==> config.mk <==
export PLATFORM = sky130hd
export DESIGN_NAME = ofdm_sym_sched
export DESIGN_NICKNAME = d
export VERILOG_FILES = /design/src/rtl/ofdm_sym_sched.sv
export SDC_FILE = /design/constraint.sdc
export NUM_CORES = 1
export LEC_CHECK = 0
export ABC_AREA = 1
export CAP_MARGIN = 15
export CORE_ASPECT_RATIO = 1.25
export CORE_MARGIN = 4
export CORE_UTILIZATION = 45
export DETAILED_ROUTE_END_ITERATION = 7
export MAX_ROUTING_LAYER = met4
export PLACE_DENSITY = 0.84
export SETUP_SLACK_MARGIN = 0.05
export SYNTH_ARGS = -nofsm -noshare
export SYNTH_HDL_FRONTEND = slang
export SYNTH_SLANG_ARGS = --single-unit
==> constraint.sdc <==
create_clock -name CLK_I -period 2.89 [get_ports CLK_I]
set_input_delay 0.578 -clock CLK_I [delete_from_list [all_inputs] [get_ports CLK_I]]
set_output_delay 0.578 -clock CLK_I [all_outputs]
set_load 0.02 [all_outputs]
==> src/rtl/ofdm_sym_sched.sv <==
// rtl/ofdm_sym_sched.sv - OFDM symbol/frame scheduler between QAM mapper and pilot insertion
module ofdm_sym_sched #(
    parameter int DATA_PER_SYM  = 1440,
    parameter int SYM_PER_FRAME = 26,
    parameter int GAP_CYC       = 4
) (
    input  logic        CLK_I,
    input  logic        RST_I,
    input  logic        EN_I,
    input  logic [31:0] DAT_I,
    input  logic        CYC_I,
    input  logic        STB_I,
    input  logic        WE_I,
    output logic        ACK_O,
    output logic [31:0] DAT_O,
    output logic        CYC_O,
    output logic        STB_O,
    output logic        WE_O,
    input  logic        ACK_I,
    input  logic        DN_BUSY_I,
    output logic [4:0]  SYM_IDX_O,
    output logic        FRM_START_O,
    output logic        FRM_DONE_O,
    output logic        ERR_O
);

    // Gap counter only needs to reach GAP_CYC-1, where it saturates.
    localparam int              GW        = (GAP_CYC > 1) ? $clog2(GAP_CYC) : 1;
    localparam logic [10:0]     LAST_BEAT = 11'(DATA_PER_SYM - 1);
    localparam logic [4:0]      LAST_SYM  = 5'(SYM_PER_FRAME - 1);
    localparam logic [GW-1:0]   GAP_END   = GW'(GAP_CYC - 1);

    typedef enum logic [1:0] {
        S_IDLE,
        S_ARM,
        S_BURST,
        S_GAP
    } state_t;

    state_t         r_state;
    state_t         w_state_nxt;

    logic [10:0]    r_beat_cnt;
    logic [GW-1:0]  r_gap_cnt;
    logic [4:0]     r_sym_idx;
    logic           r_frm_first;
    logic           r_frm_start;
    logic           r_frm_done;
    logic           r_err;

    logic           w_req;
    logic           w_burst;
    logic           w_stb;
    logic           w_beat;
    logic           w_last;
    logic           w_abort;
    logic           w_enter_burst;
    logic           w_gap_done;
    logic           w_frm_end;

    // Decode handshake conditions, next state and the pass-through data path.
    always_comb begin
        w_state_nxt   = r_state;
        w_req         = CYC_I & STB_I & WE_I;
        w_burst       = (r_state == S_BURST);
        w_stb         = w_burst & STB_I & WE_I;
        w_beat        = w_stb & ACK_I;
        w_last        = w_beat & (r_beat_cnt == LAST_BEAT);
        w_abort       = w_burst & ~CYC_I;
        w_enter_burst = (r_state == S_ARM) & w_req & ~DN_BUSY_I;
        w_gap_done    = (r_state == S_GAP) & (r_gap_cnt == GAP_END) & ~DN_BUSY_I;
        w_frm_end     = w_gap_done & (r_sym_idx == LAST_SYM);

        // Data is only steered downstream while a symbol burst is open.
        CYC_O       = w_burst;
        STB_O       = w_stb;
        WE_O        = w_stb;
        ACK_O       = w_stb & ACK_I;
        DAT_O       = w_burst ? DAT_I : 32'd0;
        SYM_IDX_O   = r_sym_idx;
        FRM_START_O = r_frm_start;
        FRM_DONE_O  = r_frm_done;
        ERR_O       = r_err;

        case (r_state)
            S_IDLE:  if (EN_I) w_state_nxt = S_ARM;
            S_ARM:   if (w_enter_burst) w_state_nxt = S_BURST;
            S_BURST: if (w_abort || w_last) w_state_nxt = S_GAP;
            S_GAP: begin
                if (w_gap_done) begin
                    // Stop requests only take effect at a frame boundary.
                    w_state_nxt = (w_frm_end && !EN_I) ? S_IDLE : S_ARM;
                end
            end
            default: w_state_nxt = S_IDLE;
        endcase
    end

    // State register; reset drops CYC_O immediately by forcing IDLE.
    always_ff @(posedge CLK_I or negedge RST_I) begin
        if (!RST_I) r_state <= S_IDLE;
        else        r_state <= w_state_nxt;
    end

    // Beat/gap/symbol counters plus the registered frame pulses and sticky error.
    always_ff @(posedge CLK_I or negedge RST_I) begin
        if (!RST_I) begin
            r_beat_cnt  <= '0;
            r_gap_cnt   <= '0;
            r_sym_idx   <= '0;
            r_frm_first <= 1'b0;
            r_frm_start <= 1'b0;
            r_frm_done  <= 1'b0;
            r_err       <= 1'b0;
        end else begin
            r_frm_start <= 1'b0;
            r_frm_done  <= 1'b0;
            case (r_state)
                S_IDLE: begin
                    if (EN_I) begin
                        r_sym_idx   <= '0;
                        r_frm_first <= 1'b1;
                    end
                end
                S_ARM: begin
                    if (w_enter_burst) begin
                        r_frm_start <= r_frm_first;
                        r_frm_first <= 1'b0;
                        r_beat_cnt  <= '0;
                        if (r_frm_first) r_err <= 1'b0;
                    end
                end
                S_BURST: begin
                    if (w_abort) begin
                        // Truncated symbol still occupies its slot in the frame.
                        r_err      <= 1'b1;
                        r_beat_cnt <= '0;
                        r_gap_cnt  <= '0;
                    end else if (w_last) begin
                        r_beat_cnt <= '0;
                        r_gap_cnt  <= '0;
                    end else if (w_beat) begin
                        r_beat_cnt <= r_beat_cnt + 11'd1;
                    end
                end
                S_GAP: begin
                    if (r_gap_cnt != GAP_END) r_gap_cnt <= r_gap_cnt + 1'b1;
                    if (w_gap_done) begin
                        if (w_frm_end) begin
                            r_sym_idx   <= '0;
                            r_frm_done  <= 1'b1;
                            r_frm_first <= EN_I;
                        end else begin
                            r_sym_idx   <= r_sym_idx + 5'd1;
                        end
                    end
                end
                default: ;
            endcase
        end
    end

endmodule

Fig. 1: the metal 1 layer
Bar = 20 um. Supply wires on this layer in gray.
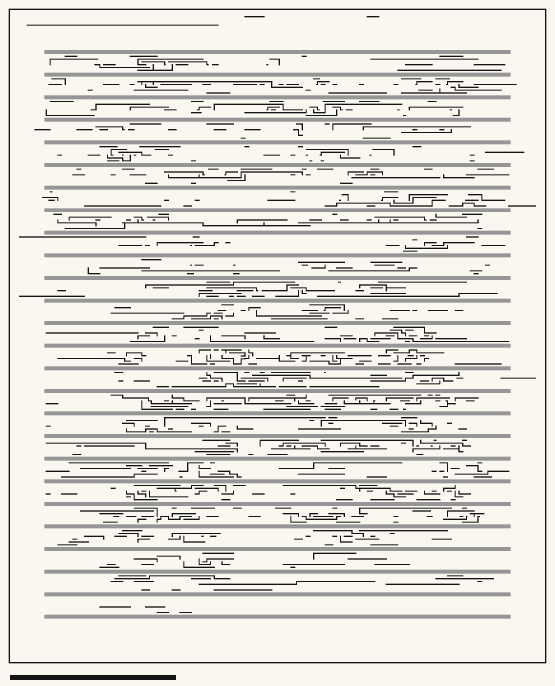
The layer carries 1,960 um of wire. The longest straight run is 23.0 um. The layer holds 38% of the routed length.
met1 capacity usage during global routing: 22.5%
final wirelength: 5.12 mm
via count of the routed design: 1,884

Fig. 2: met2 routing
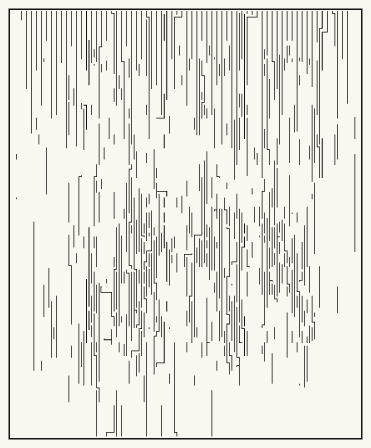
The longest straight run is 30.5 um. 316 nets have wire on it. The layer carries 2,900 um of wire. The wires run mostly vertical.

Fig. 3: signal wires on met3
Bar = 20 um.
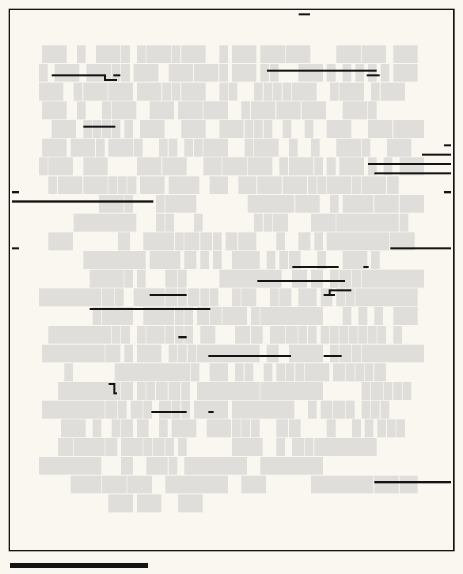
The longest straight run is 20.2 um. The layer holds 3.3% of the routed length.

Fig. 4: clock wiring as the flow saved it
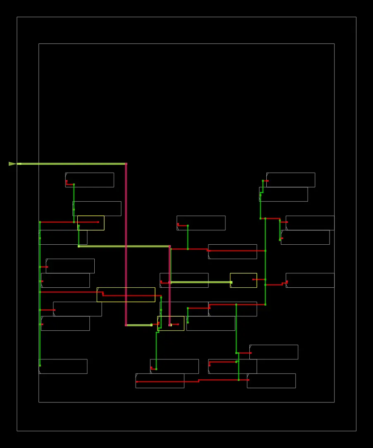
number of CTS-inserted buffers: 3
clock skew after layout: 0.0141 ns
FF+latch count: 24
clock-net power: 300 uW
number of clock sinks: 24

==> run_results.csv <==
group,metric,value,unit
power,power-per-cell-area,768,mW/mm^2
worst_hold_path,min_to,"r_gap_cnt[1]",
cts,clock_latency_of_the_later_clocked_register_in_the_worst_skew_pair,0.28,ns
power,power.largest_group,"combinational logic",
synth,ys_top_cells_by_count,"81 x sky130_fd_sc_hd__nand2_1, 62 x sky130_fd_sc_hd__inv_1, 26 x sky130_fd_sc_hd__nor2_1",
setup_path,path_max_fanout,12,
route,detailroute.wirelength.met3,170,um
final_layout,share_of_layout_cells_above_drive_strength_1,5.04,%
synth,ys_area,0.00179,mm^2
cts,clock_path_buffers,2,
route,post-route-drc-count,0,
synth,top_logic_kind,"simple AND/OR/NAND/NOR gates",
synth,ys_seq_elements,24,
power,share_clk_of_total_power,14.2,%
grt,track_usage,21.1,%
final_layout,area_growth_syn_to_layout,53.8,%
cts,cts_hold_repair.buffers,0,
placed_design,place_inst,407,
sta,rsz_0062_raised_after_global_routing,"no",
power,power.static_leakage,0.00148,uW
synth,compound_area_share,8.67,%
die,floorplan.die_area,0.00506,mm^2
setup_path,worst_path_largest_cell_delay,0.60,ns
sta,worst_case_setup_margin_in_the_final_layout,0.253,ns
setup_path,r2r_setup_slack,0.90,ns
die,core_area,0.00382,mm^2
job,max_cap_violations,0,
synth,yosys.cell_count.top_type,"sky130_fd_sc_hd__nand2_1",
synth,synthDistinctLibCells,30,
route,route.detailed.wl_per_inst,12.5,um
cts,post_cts.resized_instances,0,
power,reported_combinational_group_power,1360,uW
synth,top_cell_area_share,33.6,%
placed_design,placed_area,0.00268,mm^2
placed_design,place_ws,0.346,ns
synth,synth_simple_gate_area_share,33.8,%
synth,synth-seq-area-share,33.6,%
route,drt-vias-per-instance,4.58,
final_layout,layout_top_cells,"82 x sky130_fd_sc_hd__clkdlybuf4s50_1, 81 x sky130_fd_sc_hd__nand2_1, 62 x sky130_fd_sc_hd__inv_1",
final_layout,final_instance_count_excl_fillers,411,
setup_path,timing.critical_path.required,2.31,ns
grt,grt_residual_overflow,0,
sta,share_of_the_clock_period_used_by_the_worst_path_after_layout,91.3,%
route,top_signal_layer_used,"met4",
synth,yosys_cells,273,
final_layout,mostFrequentLayoutCell,"sky130_fd_sc_hd__clkdlybuf4s50_1",
synth,netlist_instances,273,
synth,yosysWarningCount,0,
die,die_w,64.4,um
final_layout,antenna_cells_inserted,0,
setup_path,crit_path_cell_trace,"inv_1, ha_1, buf_4, nand3_1, inv_1, clkdlybuf4s50_1",
synth,ys_sh_mux,0.559,%
final_layout,final_design_area_no_fill,0.00275,mm^2
die,fp_util,46.9,%
sta,fin_setup_tns,0,ns
power,power.net_switching,977,uW
route,dr.pass1.iters,5,
setup_path,worst_ep_arrival_time,2.06,ns
cts,post_cts_buffers,0,
power,int_pwr,1140,uW
sta,max_freq,379,MHz
worst_hold_path,hold_path_startpoint,"r_gap_cnt[1]",
die,pin_count,84,
worst_hold_path,worstHoldPathCells,2,
synth,asyncSetResetFlopFracSynth,100,%
power,powerSeq,451,uW
setup_path,critPathLaunchType,"flop",
sta,hold_ws,0.502,ns
setup_path,cp_common_cell,"sky130_fd_sc_hd__inv_1",
synth,yosys_most_used_dff,"sky130_fd_sc_hd__dfrtp_1",
cts,clk_root_buffer_cell,"sky130_fd_sc_hd__clkbuf_8",
synth,adder_share,6.99,%
power,seq_power_share,21.3,%
synth,ys_top_cells_by_area,"sky130_fd_sc_hd__dfrtp_1 34%, sky130_fd_sc_hd__nand2_1 17%, sky130_fd_sc_hd__inv_1 13%, sky130_fd_sc_hd__ha_1 7.0%, sky130_fd_sc_hd__nor2_1 5.5%",
grt,antenna_found_initial,0,
grt,grt_first_pass_wirelength,8.21,mm
placed_design,globalplace.congestion,0.879,
power,worst_vdd_ir,0.562,mV
route,dr.first_iter.drc_count,126,
sta,report.final.setup_viol,0,
synth,post_synth_instance_area,0.00179,mm^2
die,row_count,25,
cts,cts.htree.levels,1,
sta,report.final.slew_viol_count,0,
synth,floorplan.nets,323,
final_layout,num-fill-cells,319,
grt,pin_count_of_the_biggest_net_entering_global_routing,25,
grt,grt_pass1_vias,1812,
route,met2_wirelength,2.90,mm
route,route.layer.met1.wl,1.96,mm
status,status,"completed",
sta,timing_worst_slew_pin_value,0.370,ns
placed_design,hpwl,4.13,mm
synth,yosys.area.top_type,"sky130_fd_sc_hd__dfrtp_1",
synth,edf_count,0,
placed_design,io_buffer_count,83,
final_layout,final_core_utilization,72.1,%
power,swShare,46.2,%
setup_path,r2r.worst_path.cells,10,
sta,timing.final.crit_period,2.64,ns
power,post-layout-total-power,2110,uW
route,ant_nets,0,
worst_hold_path,class_of_the_tightest_hold_or_removal_check,"flop to flop",
setup_path,reg2reg_from,"r_state[0]",
sta,count_of_endpoints_failing_hold_in_the_final_timing_report,0,
final_layout,nets,408,
setup_path,crit_path_top_delay_cell,"sky130_fd_sc_hd__clkdlybuf4s50_1",
job,warning_total_across_the_stage_logs,32,
setup_path,regToRegEndpoint,"r_beat_cnt[2]",
cts,tritoncts,"built",
sta,relSlewSlack,75.1,%
synth,syn-mean-instance-area,6.55,um^2
power,combPwrFrac,64.5,%
setup_path,critPathKind,"flop to output port",
setup_path,cp-end-kind,"output port",
die,die_height,78.5,um
synth,post_synth_xor_area_fraction,0.979,%
cts,clkTransAtPathRegs,0.08,ns
worst max-delay path, delay by kind of cell, from the launching register on:
family / cells / cell delay (ns)
adder cells (fa/ha/maj): 1 / 0.21
flip-flops: 1 / 0.43
AND/OR/NAND/NOR: 1 / 0.11
buffers and inverters: 4 / 1.04
kinds of logic (layout without fill, tap and decap cells):
| kind of cell | after synthesis | count (layout) |
|---|---|---|
| buffers and inverters | 70 | 154 |
| muxes | 1 | 1 |
| and+or+nand+nor | 140 | 140 |
| DFF | 24 | 24 |
| AOI/OAI and AO/OA | 26 | 26 |
| adders and majority gates | 10 | 10 |
| xor gates and xnor gates | 2 | 2 |
per-layer routing:
layer	vias to the layer above	global-route usage, %
met2	38	38.8
met4	0	6.77
met5	-	-
met3	9	3.86
met1	850	22.5
li1	987	-
final cells by class:
type                       count  area [um^2]  share of cell area [%]
sequential                    24          601                    21.8
clock buffer                   3         41.3                    1.50
timing repair buffer          87          863                    31.4
tap                           54         67.6                    2.45
clock inverter                 1         30.0                    1.09
inverter                      63          236                    8.59
multi-input combinational    179          913                    33.2
flip-flops by register name (all words and copies together) (netlist names):
| name | cells |
|---|---|
| r_gap_cnt | 2 |
| FRM_START_O | 1 |
| SYM_IDX_O | 5 |
| r_frm_first | 1 |
| r_state | 2 |
| FRM_DONE_O | 1 |
| r_beat_cnt | 11 |
| ERR_O | 1 |
how the worst max path moves through the flow:
stage | slack, ns | start | end | cells past startpoint
after global routing | 0.09 | r_state[0] | STB_O | 6
final | 0.25 | r_state[0] | STB_O | 6
after detailed placement | 0.35 | WE_I | ACK_O | 4
after floorplan | 0.78 | r_state[0] | DAT_O[10] | 6
after CTS | 0.18 | r_state[0] | ACK_O | 6
after global placement | 0.41 | STB_I | ACK_O | 4
Power figures rest on the tool's default switching activity, not on a simulated workload.
